gates.png
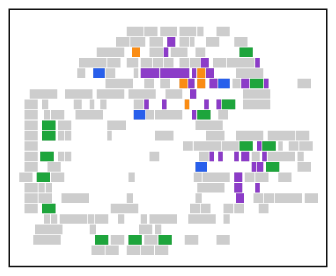
sizing.png
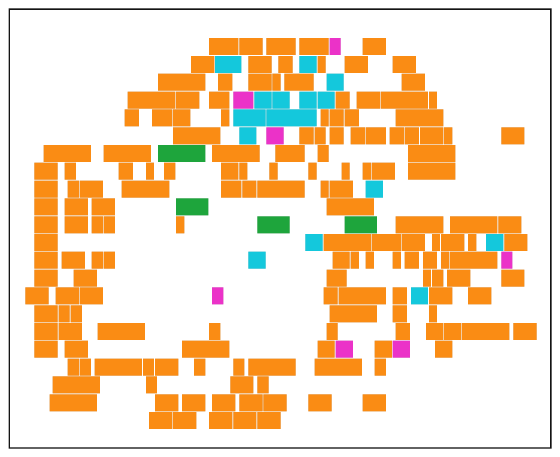
## src/rtl/mux2_rr_arbiter.sv

```systemverilog
// mux2_rr_arbiter: two-requester round-robin arbiter sharing a W-bit 2:1 mux into a one-entry output register
module mux2_cell (
    input  logic i0,
    input  logic i1,
    input  logic so,
    output logic z
);
    assign z = so ? i1 : i0;
endmodule

module mux2_rr_arbiter #(
    parameter int W     = 8,
    parameter int CNT_W = 8
) (
    input  logic             clk,
    input  logic             rst_n,
    input  logic             req0,
    input  logic [W-1:0]     d0,
    output logic             ack0,
    input  logic             req1,
    input  logic [W-1:0]     d1,
    output logic             ack1,
    output logic             s0,
    output logic [W-1:0]     y,
    output logic             y_valid,
    input  logic             y_ready,
    output logic             y_src,
    output logic [CNT_W-1:0] cnt0,
    output logic [CNT_W-1:0] cnt1
);
    typedef enum logic {EMPTY, FULL} state_t;
    state_t state;
    logic last, pick, space, load;
    logic [W-1:0] m;
    assign y_valid = (state == FULL);
    always_comb begin
        pick  = (req0 && req1) ? ~last : req0 ? 1'b0 : req1 ? 1'b1 : last;
        space = !y_valid || y_ready;
        load  = rst_n && space && (req0 || req1);
        ack0  = load && !pick;
        ack1  = load && pick;
        s0    = pick;
    end
    for (genvar k = 0; k < W; k++) begin : g_mux
        mux2_cell u_cell (.i0(d0[k]), .i1(d1[k]), .so(s0), .z(m[k]));
    end
    always_ff @(posedge clk) begin
        if (!rst_n) begin
            state <= EMPTY;
            y     <= '0;
            y_src <= 1'b0;
            last  <= 1'b1;
            cnt0  <= '0;
            cnt1  <= '0;
        end else if (load) begin
            state <= FULL;
            y     <= m;
            y_src <= pick;
            last  <= pick;
            if (pick) cnt1 <= cnt1 + CNT_W'(1);
            else      cnt0 <= cnt0 + CNT_W'(1);
        end else if (y_ready) begin
            state <= EMPTY;
        end
    end
endmodule

```

## config.mk

```make
export PLATFORM = sky130hd
export DESIGN_NAME = mux2_rr_arbiter
export DESIGN_NICKNAME = d
export VERILOG_FILES = /design/src/rtl/mux2_rr_arbiter.sv
export SDC_FILE = /design/constraint.sdc
export NUM_CORES = 1
export LEC_CHECK = 0
export ABC_AREA = 0
export CORE_ASPECT_RATIO = 0.8
export CORE_MARGIN = 2
export CORE_UTILIZATION = 25
export CTS_CLUSTER_SIZE = 30
export DETAILED_ROUTE_END_ITERATION = 10
export GPL_ROUTABILITY_DRIVEN = 0
export PLACE_DENSITY = 0.6
export SKIP_CTS_REPAIR_TIMING = 1
export SYNTH_ARGS = -nofsm -noshare
export SYNTH_HDL_FRONTEND = slang
export SYNTH_SLANG_ARGS = --single-unit
```

## constraint.sdc

```tcl
create_clock -name clk -period 2 [get_ports clk]
set_input_delay 0.6 -clock clk [delete_from_list [all_inputs] [get_ports clk]]
set_output_delay 0.6 -clock clk [all_outputs]
set_load 0.01 [all_outputs]
```

==> flow_summary_export.csv <==
group,metric,value,unit
outcome,outcome,"finished, final reports clean",
die,io_pins,50,
critical_path,reg2reg_to,"cnt0[7]$_SDFFE_PN0P_",
synthesis,edf_count,0,
critical_path,cp.arrival,1.30,ns
critical_path,startpoint_type,"flop",
synthesis,yosysChipArea,1230,sq um
global_route,antenna_found_initial,0,
critical_path,crit_buf_inv,1,
critical_path,max_stage_delay,0.59,ns
synthesis,seq_area_frac_synth,43.9,%
routing,routed_wl,2.95,mm
critical_path,end_kind,"output pin",
place,placed_area,1880,sq um
layout,drive_gt1_share,13.5,%
run,tool_warnings,26,
timing,skew,0.00182,ns
power_and_ir_drop,vdd_drop_max,0.000283,V
critical_path,crit_slowest_cell,"clkdlybuf4s50_1",
global_route,grt_pass1_vias,1015,
routing,wl_per_cell,11.7,um
place,numPortBuffers,49,
layout,areaGrowthSynthToFinish,56.6,%
min_path,hold_path_end,"cnt1[7]$_SDFFE_PN0P_",
power_and_ir_drop,power.leakage,0.826,nW
Back to the opening pictures, gates.png:
family	colour	cells
xor and xnor cells	blue	4
mux cells	green	15
nor cells	orange	5
nand cells	purple	30

Back to the opening pictures, sizing.png:
size	colour	cells	share
x3 and x4	cyan	15	7.8%
x1 and smaller	orange	167	87%
x6 and larger	green	4	2.1%
x2	magenta	7	3.6%
Non-clk bufs: 62
post-route cell area: 1930 sq um

## cell usage after synthesis, types with 2 or more instances
cell type	instances	area share [%]
a21boi_0	4	2.4
a21oi_1	8	3.2
and2_1	6	3.0
buf_2	2	0.81
clkbuf_1	2	0.61
dfxtp_1	27	44
ha_1	2	2.0
inv_1	4	1.2
mux2i_1	15	12
nand2_1	16	4.9
nand3_1	3	1.2
nand4_1	8	4.1
nor4_1	3	1.5
o21ai_0	12	4.9
or3_2	2	1.2
xnor2_1	2	1.4
xor2_1	2	1.4
## cell type report
class	instances	area, sq um
Tap cell	60	75.1
Fill cell	491	2750
Clock buffer	4	45.0
Inverter	4	15.0
Multi-Input combinational cell	96	659
Sequential cell	27	541
Timing Repair Buffer	62	596
## flip-flops by register name, summed over array words and instances (netlist names)
register / count
y: 8
cnt1: 8
last: 1
y_valid: 1
y_src: 1
cnt0: 8
## cells by family after synthesis
family,Yosys count,synth area share (%)
buffers and inverters,9,3.55
muxes,15,12.2
xor gates and xnor gates,4,2.84
AOI/OAI and AO/OA,29,13.9
adders and majority gates,2,2.03
and+or+nand+nor,46,21.6
DFF,27,43.9
## worst register-to-register path: cells and delay by family, from the launching register on
family / cells / cell delay, ns
buffers and inverters: 1 / 0.19
and+or+nand+nor: 3 / 0.83
AOI/OAI and AO/OA: 1 / 0.14
DFF: 1 / 0.32
## how the worst max path moves through the flow
stage                    startpoint  depth (start not counted)  slack, ns      end
2_1_floorplan               y_ready                          3       0.15     ack1
3_3_place_gp                y_ready                          5      -0.61     ack1
3_5_place_dp                y_ready                          5      -0.62     ack1
4_1_cts                     y_ready                          5      -0.62     ack1
5_1_grt        cnt1[0]$_SDFFE_PN0P_                          1       0.02  cnt1[0]
6_report       cnt1[0]$_SDFFE_PN0P_                          1       0.10  cnt1[0]
## where the power goes
group,internal [mW],switching [mW],leakage (nW)
Sequential,0.559,0.0145,0.220
Combinational,0.127,0.0900,0.583
Clock,0.142,0.159,0.0228
## routing by layer
metal / track usage (%) / vias up / routed length, um
met5: 0 / - / 0
met4: 2.46 / 0 / 18
met3: 5.15 / 2 / 226
met2: 17.0 / 32 / 1260
met1: 16.0 / 506 / 1440
li1: - / 593 / -
## stage by stage
step | setup slack [ns] | TNS (ns) | hold slack [ns] | total power, mW
2_1_floorplan | 0.153 | 0 | 0.485 | 0.676
3_3_place_gp | -0.612 | -3.90 | 0.458 | 0.806
3_5_place_dp | -0.619 | -4.17 | 0.471 | 0.808
4_1_cts | -0.621 | -1.89 | 0.485 | 1.11
5_1_grt | 0.0219 | 0 | 0.511 | 1.17
6_report | 0.100 | 0 | 0.479 | 1.09
Power is estimated from default activity; no workload was simulated.
